--- config.mk ---
export PLATFORM = sky130hd
export DESIGN_NAME = cvo_loopback_capture
export DESIGN_NICKNAME = d
export VERILOG_FILES = /design/src/rtl/cvo_loopback_capture.sv
export SDC_FILE = /design/constraint.sdc
export NUM_CORES = 1
export LEC_CHECK = 0
export CAP_MARGIN = 5
export CORE_AREA = 4 4 201 242
export CTS_BUF_LIST = sky130_fd_sc_hd__clkbuf_8
export DETAILED_ROUTE_END_ITERATION = 10
export DIE_AREA = 0 0 205 246
export PLACE_DENSITY = 0.65
export REMOVE_ABC_BUFFERS = 1
export SLEW_MARGIN = 15
export SYNTH_ARGS = -nofsm -noshare
export SYNTH_HDL_FRONTEND = slang
export SYNTH_SLANG_ARGS = --single-unit
--- constraint.sdc ---
create_clock -name clk -period 4.25 [get_ports clk]
set_clock_uncertainty 0.15 [all_clocks]
set_input_delay 0.6375 -clock clk [delete_from_list [all_inputs] [get_ports clk]]
set_output_delay 0.6375 -clock clk [all_outputs]
set_load 0.02 [all_outputs]
--- src/rtl/cvo_loopback_capture.sv ---
// rtl/cvo_loopback_capture.sv - clocked-video receive side re-packetised into Avalon-ST Video
// Captures the ITC output for the loopback self-test and measures frame geometry.
module cvo_loopback_capture #(
  parameter int DATA_W     = 24,
  parameter int FIFO_DEPTH = 16,
  parameter int CNT_W      = 12,
  parameter bit SYNC_NEG   = 1'b1
) (
  input  logic              clk,
  input  logic              reset_n,
  input  logic              enable,
  input  logic [DATA_W-1:0] vid_data,
  input  logic              vid_datavalid,
  input  logic              vid_h_sync,
  input  logic              vid_v_sync,
  output logic [DATA_W-1:0] dout_data,
  output logic              dout_valid,
  input  logic              dout_ready,
  output logic              dout_sop,
  output logic              dout_eop,
  output logic [CNT_W-1:0]  width,
  output logic [CNT_W-1:0]  height,
  output logic [15:0]       frame_count,
  output logic              overflow,
  input  logic              clr_overflow
);
  localparam int AW = $clog2(FIFO_DEPTH);
  localparam int WW = DATA_W + 2;
  localparam logic [CNT_W-1:0] CNT_MAX = '1;
  localparam logic [WW-1:0] HDR_WORD = {2'b10, {DATA_W{1'b0}}};
  localparam logic [WW-1:0] EOP_ZERO = {2'b01, {DATA_W{1'b0}}};

  typedef enum logic [2:0] {IDLE, WAIT_VS, ACTIVE, DROP, TERM} state_t;
  state_t state;

  logic [DATA_W-1:0] in_data;
  logic in_dv, in_hs, in_vs, dv_q, hs_q, vs_q;
  logic vs_edge, hs_edge, dv_fall;

  always_ff @(posedge clk) begin
    if (!reset_n) begin
      in_data <= '0;
      in_dv   <= 1'b0;
      in_hs   <= 1'b0;
      in_vs   <= 1'b0;
      dv_q    <= 1'b0;
      hs_q    <= 1'b0;
      vs_q    <= 1'b0;
    end else begin
      in_data <= vid_data;
      in_dv   <= vid_datavalid;
      in_hs   <= vid_h_sync ^ SYNC_NEG;
      in_vs   <= vid_v_sync ^ SYNC_NEG;
      dv_q    <= in_dv;
      hs_q    <= in_hs;
      vs_q    <= in_vs;
    end
  end

  assign vs_edge = in_vs & ~vs_q;
  assign hs_edge = in_hs & ~hs_q;
  assign dv_fall = dv_q & ~in_dv;

  // Output FIFO: {sop, eop, data}, show-ahead, extra pointer bit tells full from empty.
  logic [WW-1:0] mem [FIFO_DEPTH];
  logic [AW:0]   wr_ptr, rd_ptr;
  logic          full, empty, pop, wr, drop;
  logic          push_en;
  logic [WW-1:0] push_word;

  assign empty = (wr_ptr == rd_ptr);
  assign full  = (wr_ptr[AW-1:0] == rd_ptr[AW-1:0]) && (wr_ptr[AW] != rd_ptr[AW]);
  assign pop   = !empty && dout_ready;
  assign wr    = push_en && (!full || pop);
  assign drop  = push_en && full && !pop;

  always_ff @(posedge clk) begin
    if (wr) mem[wr_ptr[AW-1:0]] <= push_word;
  end

  always_ff @(posedge clk) begin
    if (!reset_n) begin
      wr_ptr <= '0;
      rd_ptr <= '0;
    end else begin
      if (wr)  wr_ptr <= wr_ptr + 1'b1;
      if (pop) rd_ptr <= rd_ptr + 1'b1;
    end
  end

  assign dout_valid = !empty;
  assign {dout_sop, dout_eop, dout_data} = empty ? '0 : mem[rd_ptr[AW-1:0]];

  logic [CNT_W-1:0] line_cnt, line_total;

  always_ff @(posedge clk) begin
    if (!reset_n) begin
      line_cnt   <= '0;
      line_total <= '0;
      width      <= '0;
    end else if (state == IDLE) begin
      line_cnt   <= '0;
      line_total <= '0;
    end else begin
      if (dv_fall) begin
        width    <= line_cnt;
        line_cnt <= '0;
        if (line_total != CNT_MAX) line_total <= line_total + 1'b1;
      end else if (in_dv) begin
        if (line_cnt != CNT_MAX) line_cnt <= line_cnt + 1'b1;
      end else if (hs_edge) begin
        line_cnt <= '0;
      end
      if (vs_edge) line_total <= '0;
    end
  end

  logic [DATA_W-1:0] pend_data;
  logic              pend_valid, hdr_pend;

  always_ff @(posedge clk) begin
    if (!reset_n) begin
      state       <= IDLE;
      pend_data   <= '0;
      pend_valid  <= 1'b0;
      hdr_pend    <= 1'b0;
      push_en     <= 1'b0;
      push_word   <= '0;
      frame_count <= '0;
      height      <= '0;
      overflow    <= 1'b0;
    end else begin
      push_en   <= 1'b0;
      push_word <= '0;
      if (drop) overflow <= 1'b1;
      else if (clr_overflow) overflow <= 1'b0;
      // A dropped word leaves the packet corrupt, so abandon it outright.
      if (drop) begin
        state      <= DROP;
        pend_valid <= 1'b0;
        hdr_pend   <= 1'b0;
      end else begin
        case (state)
          IDLE: if (enable) state <= WAIT_VS;
          WAIT_VS: if (vs_edge) begin
            if (enable) begin
              push_en   <= 1'b1;
              push_word <= HDR_WORD;
              state     <= ACTIVE;
            end else begin
              state <= IDLE;
            end
          end
          ACTIVE: if (vs_edge) begin
            push_en     <= 1'b1;
            push_word   <= {2'b01, {DATA_W{pend_valid}} & pend_data};
            pend_valid  <= 1'b0;
            frame_count <= frame_count + 1'b1;
            height      <= line_total;
            if (enable) hdr_pend <= 1'b1;
            else state <= IDLE;
          end else begin
            if (hdr_pend) begin
              push_en   <= 1'b1;
              push_word <= HDR_WORD;
              hdr_pend  <= 1'b0;
            end else if (in_dv && pend_valid) begin
              push_en   <= 1'b1;
              push_word <= {2'b00, pend_data};
            end
            if (in_dv) begin
              pend_data  <= in_data;
              pend_valid <= 1'b1;
            end
          end
          DROP: if (vs_edge) state <= TERM;
          TERM: if (!full) begin
            push_en   <= 1'b1;
            push_word <= EOP_ZERO;
            state     <= WAIT_VS;
          end
          default: state <= IDLE;
        endcase
      end
    end
  end
endmodule

==> images/layer_met3.png <==
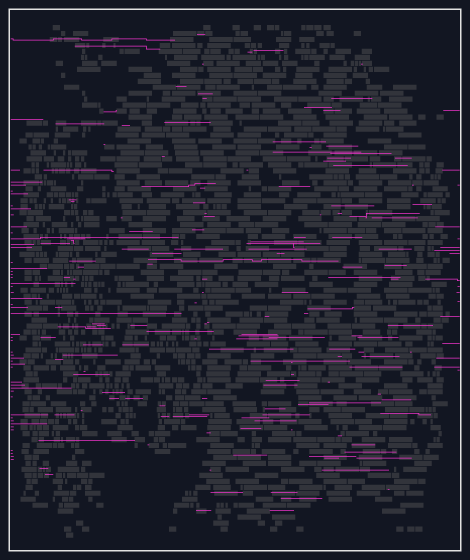
longest straight run = 77.5 um
nets with wire on the layer = 133
main direction = horizontal
wire length on this layer = 2440 um
share of all routed wire = 5.2%

==> images/congestion.png <==
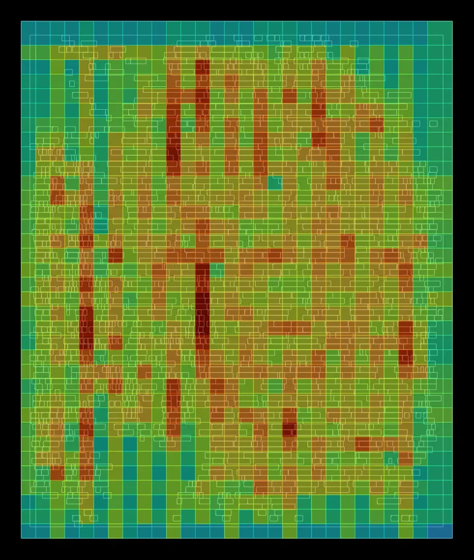
GR Layer Usage met2: 32.4%
Final Util: 56.8%
Top Usage Layer GRT: met2
WL/cell: 21.2 um
met1 Use GR: 24.7%

==> images/sizes.png <==
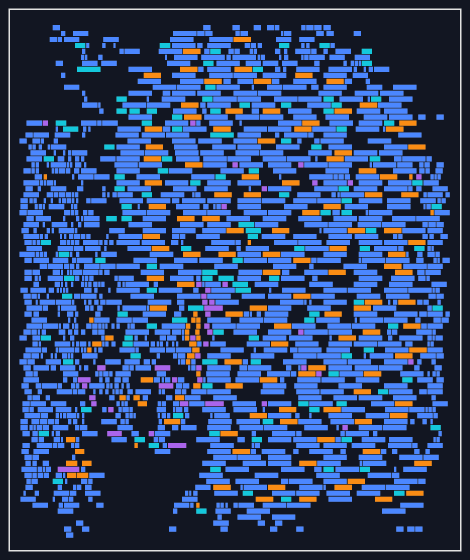
cyan -> _6 and larger  # cells 121
blue -> _0 and _1 cells  # cells 1306
orange -> _2 cells  # cells 141
purple -> _3 and _4 cells  # cells 45

==> images/clk_routes.png <==
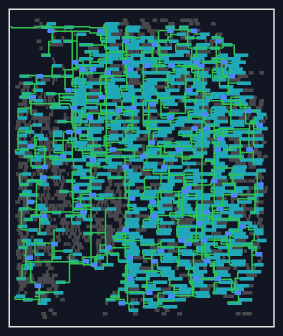
blue -> clock drivers  # count 93
green -> clock wires  # length 6960 um
cyan -> flip-flops  # count 581
routed clock nets = 94

==> images/logic_types.png <==
Scale bar: 50 um.
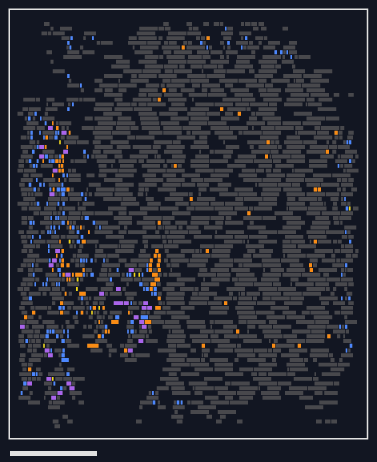
yellow -> inverters  # cells 11
orange -> NOR gates  # cells 97
purple -> XOR/XNOR gates  # cells 33
blue -> NAND gates  # cells 172

-- synthesized netlist by cell type (3+ instances only) --
| library cell | number | area, um^2 |
|---|---|---|
| inv_1 | 11 | 41.3 |
| dfxtp_1 | 165 | 3300 |
| ha_1 | 8 | 100 |
| nor3_1 | 17 | 85.1 |
| xnor2_1 | 18 | 158 |
| and3_1 | 5 | 31.3 |
| nand4_1 | 13 | 81.3 |
| nand3_1 | 54 | 270 |
| o21ai_0 | 49 | 245 |
| a21boi_0 | 14 | 105 |
| mux4_2 | 104 | 2340 |
| or4_1 | 3 | 22.5 |
| buf_1 | 9 | 33.8 |
| nor4_1 | 5 | 31.3 |
| mux2i_1 | 30 | 300 |
| buf_4 | 11 | 82.6 |
| a211oi_1 | 56 | 420 |
| a31oi_1 | 3 | 18.8 |
| a21oi_1 | 18 | 90.1 |
| nand2b_1 | 10 | 62.6 |
| nor2b_1 | 33 | 206 |
| edfxtp_1 | 416 | 12500 |
| nand2_1 | 90 | 338 |
| nor2_1 | 37 | 139 |
| and4_1 | 5 | 43.8 |
| xor2_1 | 14 | 123 |
| o21a_1 | 3 | 22.5 |
| or3_1 | 3 | 18.8 |
| a211oi_2 | 4 | 50.1 |
| o31ai_1 | 4 | 30.0 |
| buf_2 | 18 | 90.1 |
| and2_1 | 72 | 450 |
| clkbuf_1 | 41 | 154 |
-- flip-flops by register name, indices dropped and copies added, names as in the netlist, 3 cells and up, named ones only --
name         flops
wr_ptr           5
line_total      12
mem            416
state            3
rd_ptr           5
push_word       26
in_data         24
frame_count     16
width           12
line_cnt        12
height          12
pend_data       24
==> reports/metrics.yaml <==
final_layout:
  design.seq.count: 581
  largestClassByArea: "sequential cells"
  nMultiInputCombCells: 708
  drive_gt1_share_pct: 19.0
  clkbuf_count: 108
  comb_area_mm2: 0.00623
  num-nonclk-inverters: 11
synthesis:
  synth_area_mm2: 0.0224
  synth-main-ff-cell: "edfxtp_1"
  synth.logic.top_family: "multiplexers"
  ys_cells: 1380
  syn_area_per_cell_um2: 16.2
  ys_sh_xor_pct: 1.33
  ys_sh_aoi_pct: 5.36
  synth_async_sr_flop_share_pct: 0
route:
  drtIter0Drc: 758
  met3_length_mm: 2.44
  drt_pass1_iterations: 5
  met2_length_mm: 23.9
  vias: 12300
cts:
  cts_setup_buffers: 0
  clk_path_buf_depth: 3
  htreeDepth: 3
  clk_latency_ns: 0.65
setup_path:
  cp.required_ns: 3.46
  reg2reg_slack_ns: 1.21
  worstSetupEndpointType: "primary output"
  worstSetupPathType: "flip-flop to primary output"
  path_max_fanout: 24
  r2r_cells: 7
  crit_arrival_ns: 3.26
  crit_slowest_cell: "clkdlybuf4s50_1"
power_and_ir_drop:
  power.group.top: "registers"
  comb-power_uw: 198
flow_run:
  tool_warnings: 30
final_timing:
  fin_crit_ns: 4.05
  drv_slew: 0
  finalSetupViolations: 0
  max_slew_margin_pct: 38.3
  holdWs_ns: 0.293
die:
  num_io_pins: 100
  coreArea_mm2: 0.0459
  chipWidth_um: 205
  die_h_um: 246
run_status:
  status: "finished, final reports clean"
placement:
  dpl.hpwl_mm: 27.2
